## config.mk

```make
export PLATFORM = sky130hd
export DESIGN_NAME = rope_segment_streamer
export DESIGN_NICKNAME = d
export VERILOG_FILES = /design/src/rtl/rope_pkg.sv /design/src/rtl/rope_coord_to_pixel.sv /design/src/rtl/rope_segment_streamer.sv
export SDC_FILE = /design/constraint.sdc
export NUM_CORES = 1
export LEC_CHECK = 0
export ABC_AREA = 1
export CORE_AREA = 2 2 272 274
export CTS_CLUSTER_SIZE = 14
export DETAILED_ROUTE_END_ITERATION = 8
export DIE_AREA = 0 0 274 276
export GPL_TIMING_DRIVEN = 0
export PLACE_DENSITY_LB_ADDON = 0.15
export SLEW_MARGIN = 20
export SYNTH_ARGS = -nofsm -noshare
export SYNTH_HDL_FRONTEND = slang
export SYNTH_SLANG_ARGS = --single-unit
```

## constraint.sdc

```tcl
create_clock -name clk -period 9.1 [get_ports clk]
set_input_delay 1.82 -clock clk [delete_from_list [all_inputs] [get_ports clk]]
set_output_delay 1.82 -clock clk [all_outputs]
set_load 0.05 [all_outputs]
```

## src/rtl/rope_pkg.sv

```systemverilog
// rope_pkg
// Shared types and constants for the rope segment streamer.
//   COORD_W        : width of one packed Q16.16 node coordinate
//   FRAC_W_DEFAULT : default number of fractional coordinate bits
//   stream_state_t : streamer FSM state encoding
//   segment_t      : registered segment (fields sized for the widest
//                    supported pixel / index widths; the top slices them)
package rope_pkg;

  localparam int COORD_W        = 32;
  localparam int FRAC_W_DEFAULT = 16;
  localparam int SEG_PIX_W      = 16;
  localparam int SEG_IDX_W      = 16;

  typedef enum logic {
    IDLE   = 1'b0,
    STREAM = 1'b1
  } stream_state_t;

  typedef struct packed {
    logic [SEG_PIX_W-1:0] x0;
    logic [SEG_PIX_W-1:0] y0;
    logic [SEG_PIX_W-1:0] x1;
    logic [SEG_PIX_W-1:0] y1;
    logic [SEG_IDX_W-1:0] idx;
    logic                 last;
  } segment_t;

endpackage

```

## src/rtl/rope_coord_to_pixel.sv

```systemverilog
// rope_coord_to_pixel
// Converts one signed Q16.16 coordinate to an integer pixel coordinate.
// Build option: ROPE_SEGMENT_CLIP_EN clamps the result to [0, BOUND-1];
// without it the integer part is truncated and wraps.
// Ports:
//   coord : in  COORD_W  signed fixed-point coordinate
//   pix   : out PIX_W    pixel coordinate
module rope_coord_to_pixel
  import rope_pkg::*;
#(
  parameter int FRAC_W = FRAC_W_DEFAULT,
  parameter int PIX_W  = 11,
  parameter int BOUND  = 640
) (
  input  logic signed [COORD_W-1:0] coord,
  output logic        [PIX_W-1:0]   pix
);

`ifdef ROPE_SEGMENT_CLIP_EN
  logic signed [COORD_W-1:0] ipart;

  // Clamp on the full signed integer part, not on the truncated bits.
  always_comb begin
    ipart = coord >>> FRAC_W;
    if (coord < 0)
      pix = '0;
    else if (ipart >= BOUND)
      pix = PIX_W'(BOUND - 1);
    else
      pix = coord[FRAC_W+PIX_W-1:FRAC_W];
  end
`else
  // Arithmetic floor of the fixed-point value; upper bits simply wrap.
  assign pix = coord[FRAC_W+PIX_W-1:FRAC_W];
`endif

endmodule

```

## src/rtl/rope_segment_streamer.sv

```systemverilog
// rope_segment_streamer
// Snapshots all rope node coordinates on frame_tick and streams consecutive
// node pairs as pixel-space line segments over a valid/ready interface.
// Build option: ROPE_SEGMENT_CLIP_EN enables screen clamping of coordinates.
// Ports:
//   clk, reset           : clock, asynchronous active-high reset
//   frame_tick           : request to snapshot and stream one frame
//   nodes_x, nodes_y     : packed node coordinates, node k at [32k+31:32k]
//   seg_valid/seg_ready  : segment handshake
//   seg_x0/y0, seg_x1/y1 : segment endpoints (node idx, node idx+1)
//   seg_idx, seg_last    : segment index, final-segment flag
//   busy                 : high while streaming
//   drop_count           : saturating count of ticks ignored while streaming
//
// state  | meaning
// IDLE   | waiting for frame_tick; segment outputs hold last values
// STREAM | presenting segment seg_idx until accepted
module rope_segment_streamer
  import rope_pkg::*;
#(
  parameter int NODE_COUNT = 10,
  parameter int FRAC_W     = FRAC_W_DEFAULT,
  parameter int PIX_W      = 11,
  parameter int SCREEN_W   = 640,
  parameter int SCREEN_H   = 480
) (
  input  logic                          clk,
  input  logic                          reset,
  input  logic                          frame_tick,
  input  logic [NODE_COUNT*32-1:0]      nodes_x,
  input  logic [NODE_COUNT*32-1:0]      nodes_y,
  output logic                          seg_valid,
  input  logic                          seg_ready,
  output logic [PIX_W-1:0]              seg_x0,
  output logic [PIX_W-1:0]              seg_y0,
  output logic [PIX_W-1:0]              seg_x1,
  output logic [PIX_W-1:0]              seg_y1,
  output logic [$clog2(NODE_COUNT)-1:0] seg_idx,
  output logic                          seg_last,
  output logic                          busy,
  output logic [7:0]                    drop_count
);

  localparam int IDX_W = $clog2(NODE_COUNT);
  localparam int VEC_W = NODE_COUNT * COORD_W;
  localparam logic [IDX_W-1:0] LAST_IDX = IDX_W'(NODE_COUNT - 2);
  localparam logic [IDX_W-1:0] TOP_NODE = IDX_W'(NODE_COUNT - 1);

  stream_state_t state_q, state_d;
  segment_t      seg_q;
  logic [VEC_W-1:0]   snap_x_q, snap_y_q;
  logic [7:0]         drop_q;
  logic               load_first, load_next, finish;
  logic [IDX_W-1:0]   idx_cur, idx_next, sel_a, sel_b;
  logic [VEC_W-1:0]   src_x, src_y;
  logic [COORD_W-1:0] ax, ay, bx, by;
  logic [PIX_W-1:0]   px0, py0, px1, py1;

  assign idx_cur  = seg_q.idx[IDX_W-1:0];
  assign idx_next = idx_cur + 1'b1;

  always_comb begin
    state_d    = state_q;
    load_first = 1'b0;
    load_next  = 1'b0;
    finish     = 1'b0;
    case (state_q)
      IDLE: begin
        if (frame_tick) begin
          state_d    = STREAM;
          load_first = 1'b1;
        end
      end
      STREAM: begin
        if (seg_ready) begin
          if (idx_cur == LAST_IDX) begin
            state_d = IDLE;
            finish  = 1'b1;
          end else begin
            load_next = 1'b1;
          end
        end
      end
      default: state_d = IDLE;
    endcase
  end

  // The first segment comes straight from the live inputs (the snapshot is
  // captured on the same edge); later segments come from the snapshot.
  // sel_b is clamped so the mux index stays in range even when unused.
  assign src_x = (state_q == IDLE) ? nodes_x : snap_x_q;
  assign src_y = (state_q == IDLE) ? nodes_y : snap_y_q;
  assign sel_a = (state_q == IDLE) ? '0 : idx_next;
  assign sel_b = (sel_a == TOP_NODE) ? sel_a : sel_a + 1'b1;

  assign ax = src_x[sel_a*COORD_W +: COORD_W];
  assign ay = src_y[sel_a*COORD_W +: COORD_W];
  assign bx = src_x[sel_b*COORD_W +: COORD_W];
  assign by = src_y[sel_b*COORD_W +: COORD_W];

  rope_coord_to_pixel #(.FRAC_W(FRAC_W), .PIX_W(PIX_W), .BOUND(SCREEN_W)) u_cvt_x0 (
    .coord($signed(ax)), .pix(px0));
  rope_coord_to_pixel #(.FRAC_W(FRAC_W), .PIX_W(PIX_W), .BOUND(SCREEN_H)) u_cvt_y0 (
    .coord($signed(ay)), .pix(py0));
  rope_coord_to_pixel #(.FRAC_W(FRAC_W), .PIX_W(PIX_W), .BOUND(SCREEN_W)) u_cvt_x1 (
    .coord($signed(bx)), .pix(px1));
  rope_coord_to_pixel #(.FRAC_W(FRAC_W), .PIX_W(PIX_W), .BOUND(SCREEN_H)) u_cvt_y1 (
    .coord($signed(by)), .pix(py1));

  always_ff @(posedge clk or posedge reset) begin
    if (reset) begin
      state_q  <= IDLE;
      seg_q    <= '0;
      snap_x_q <= '0;
      snap_y_q <= '0;
      drop_q   <= '0;
    end else begin
      state_q <= state_d;
      if (load_first) begin
        snap_x_q <= nodes_x;
        snap_y_q <= nodes_y;
      end
      if (load_first || load_next) begin
        seg_q.x0   <= SEG_PIX_W'(px0);
        seg_q.y0   <= SEG_PIX_W'(py0);
        seg_q.x1   <= SEG_PIX_W'(px1);
        seg_q.y1   <= SEG_PIX_W'(py1);
        seg_q.idx  <= load_first ? '0 : SEG_IDX_W'(idx_next);
        seg_q.last <= load_first ? (NODE_COUNT == 2) : (idx_next == LAST_IDX);
      end else if (finish) begin
        seg_q.last <= 1'b0;
      end
      if ((state_q == STREAM) && frame_tick && (drop_q != 8'hFF))
        drop_q <= drop_q + 1'b1;
    end
  end

  assign seg_valid  = (state_q == STREAM);
  assign busy       = (state_q == STREAM);
  assign seg_x0     = seg_q.x0[PIX_W-1:0];
  assign seg_y0     = seg_q.y0[PIX_W-1:0];
  assign seg_x1     = seg_q.x1[PIX_W-1:0];
  assign seg_y1     = seg_q.y1[PIX_W-1:0];
  assign seg_idx    = idx_cur;
  assign seg_last   = seg_q.last;
  assign drop_count = drop_q;

endmodule
```

**Local utilization**

Scale: 1 px per um. The die is cut into 27 by 28 equal tiles; white is low, dark blue is high, 0 to 100% covered.
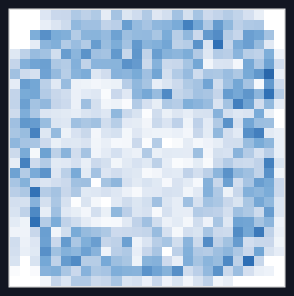
mean over tiles: 28%
fullest tile: 78%
tiles over 75% full: 0.10%
nearly empty tiles: 4.9%
emptiest ninth of the die: centre

==> flow_summary.json <==
{
  "top_area_share_pct": 41.1,
  "fp_util_pct": 23.3,
  "ys_warn_count": 0,
  "ys_seq_share_pct": 41.1,
  "cp-start-kind": "flop",
  "yosys-top-cells-count": "nand2_1, o21ai_0, nand3_1",
  "drt_pass1_iterations": 7,
  "p_leak_nw": 10.0,
  "drv_slew": 0,
  "seq_power_share_pct": 17.7,
  "setup_viol": 0,
  "hold_class": "flop to flop",
  "post_cts_buffers": 0,
  "synth-seq-cells": 278,
  "critical_path.top_delay_family": "buffers and inverters",
  "drtIter0Drc": 2476,
  "end_kind": "flop",
  "p_switching_mw": 7.65,
  "numPortBuffers": 282,
  "p_per_area_mw_per_mm2": 552,
  "finalCritPeriodShare_pct": 80.1,
  "drc": 0,
  "ctsResizeCount": 0,
  "rsz0062_at_grt": "no",
  "synth-main-ff-cell": "dfrtp_1",
  "path_cells": "buf_4, clkinv_1, clkbuf_1, ha_1, nand2_1, inv_1, buf_1, clkbuf_1, ha_1, xor2_1, inv_1, nand2_1, inv_1, buf_1, nand3_1, nand3_1, a21oi_1",
  "fin_crit_ns": 7.29,
  "worstPathMaxFanout": 10,
  "tritoncts": "yes",
  "switching_share_pct": 61.7,
  "warnings": 449,
  "chip_area_sq_mm": 0.0756,
  "clkTransAtPathRegs_ns": 0.06,
  "ios": 703,
  "grt_max_degree": 33,
  "place.gp.congestion": 1.02,
  "clock_skew_ns": 0.0371,
  "hpwl_um": 99600,
  "cts_root_buf": "clkbuf_16",
  "cp_slowest_stage_delay_ns": 0.96,
  "cts_sinks": 278,
  "grt_pass1_vias": 19300,
  "relSlewSlack_pct": 9.98,
  "crit_top_cell": "inv_1",
  "area_delta_synth_final_pct": 32.6,
  "hold_viol_final": 0,
  "ys_cells": 2502,
  "ys_types": 31,
  "drive_above_1_share_pct": 4.75,
  "overflow": 0,
  "groute.usage.overall_pct": 32.1,
  "yosysTopAreaCell": "dfrtp_1",
  "synth.most_common_cell": "nand2_1",
  "routed_wl_um": 124000,
  "internal-power_mw": 4.75,
  "status": "completed",
  "vdd_drop_max_mv": 0.229,
  "nets": 3486,
  "wire_per_inst_um": 32.5,
  "htree_num_levels": 2,
  "max_freq_ghz": 0.137,
  "hold_buffers": 0,
  "synth_area_per_cell_sq_um": 6.77,
  "numCtsBuffers": 38,
  "cts_max_path_buffers": 3,
  "timing.setup.tns_ns": 0,
  "row_count": 99,
  "clock.latency.late_pin_ns": 0.59,
  "drv_cap": 0,
  "required_ns": 9.54,
  "core_sq_mm": 0.0726,
  "ys_chip_area_sq_mm": 0.0169,
  "edf_count": 0,
  "async_reset_ff_share_pct": 100,
  "worst_pin_slew_ns": 1.34,
  "critPathBufInv": 9,
  "crit_slowest_cell": "buf_1",
  "antenna_found_initial": 10,
  "syn_area_sq_mm": 0.0169,
  "p_total_mw": 12.4,
  "vias": 20300,
  "chipHeight_um": 276,
  "clkPwrFrac_pct": 12.4
}
**Floorplan with the power grid**

Scale: 1.5 px per um. Pins as bars on the die edge.
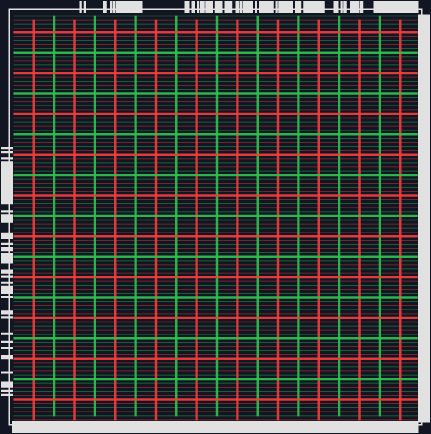
| net | colour |
|---|---|
| VSS | red |
| VDD | green |
rows: 99
met4 straps: 19
signal pins: 703

## worst min-delay path, delay by kind of cell (launching register included)
| family | cells | cell delay, ns |
|---|---|---|
| DFF | 1 | 0.34 |
| AOI/OAI and AO/OA | 1 | 0.06 |
| and+or+nand+nor | 1 | 0.05 |
## state kept, by name, indices dropped and copies added (netlist names)
register,count
snap_y_q,110
seg_x0,11
busy,1
seg_x1,11
seg_y1,11
seg_idx,4
snap_x_q,110
seg_last,1
drop_count,8
seg_y0,11
## cell type report
cell class	instances	area [sq um]
fill	8102	50100
timing repair buffer	294	3080
buffer	198	831
antenna	3	7.51
tap	959	1200
inverter	242	912
clock buffer	52	1050
sequential	278	6960
clock inverter	13	171
multi-input combinational	1784	8250
## metal layers
metal	up-vias	global-route usage, %	part of all wire (%)
met5	-	0	0
met4	0	11.0	3.8
met3	164	3.95	6.4
met2	1024	48.7	44
met1	10200	46.8	46
li1	8887	-	-
## power groups by stage
stage                     logic, mW  registers [mW]  clock network [mW]
after floorplan                3.73            2.53                   0
after global placement         8.33            2.21                   0
after detailed placement       8.34            2.21                   0
after CTS                      8.36            2.20                1.57
after global routing           8.87            2.25                1.61
final                          8.66            2.19                1.54
## cells by family after synthesis
logic type / Yosys count / share of synthesized area, %
AND-OR/OR-AND: 694 / 21.5
AND/OR/NAND/NOR: 1075 / 26.3
XOR/XNOR: 9 / 0.465
flip-flops: 278 / 41.1
adder cells (fa/ha/maj): 6 / 0.443
buffers and inverters: 440 / 10.2
## per-stage QoR
step | hold WS (ns) | cells | cell area, sq um | setup WS, ns | utilization, %
after CTS | 0.482 | 3820 | 22500 | 2.28 | 30.9
after floorplan | 0.443 | 2502 | 16900 | 3.60 | -
after global routing | 0.507 | 3820 | 22500 | 2.16 | 30.9
final | 0.479 | 3823 | 22500 | 1.81 | 31.0
after detailed placement | 0.468 | 3755 | 21200 | 2.32 | 29.3
after global placement | 0.462 | 3743 | 21000 | 0.946 | 28.9
## worst paths after layout
| path | depth (start not counted) | to | start | slack, ns |
|---|---|---|---|---|
| setup / recovery | 17 | seg_y1[1]$_DFFE_PP0P_ | seg_idx[0]$_DFFE_PP0P_ | 1.81 |
| setup reg to reg | 17 | seg_y1[1]$_DFFE_PP0P_ | seg_idx[0]$_DFFE_PP0P_ | 1.81 |
| hold reg to reg | 2 | snap_y_q[17]$_DFFE_PP0P_ | snap_y_q[17]$_DFFE_PP0P_ | 0.48 |
| min in group asynchronous | 2 | snap_x_q[310]$_DFFE_PP0P_ | reset | 1.67 |
| max in group asynchronous | 7 | snap_x_q[49]$_DFFE_PP0P_ | reset | 5.95 |
| hold / removal | 2 | snap_y_q[17]$_DFFE_PP0P_ | snap_y_q[17]$_DFFE_PP0P_ | 0.48 |
## layout by cell type, fill, tap and decap left out, drive strengths merged, types with 2 or more instances in the layout
cell           count
o211ai            56
clkbuf           189
xor2               7
buf               73
clkdlybuf4s50    282
clkinvlp           3
nand2            659
diode              3
clkinv             7
nand4              3
nor3               4
o21ai            503
a21oi            118
a31oi             15
xnor2              2
inv              242
nor2             119
ha                 6
dfrtp            278
nand3            290
bufinv             3
No activity file was given, so power comes from the tool's default toggle rates.
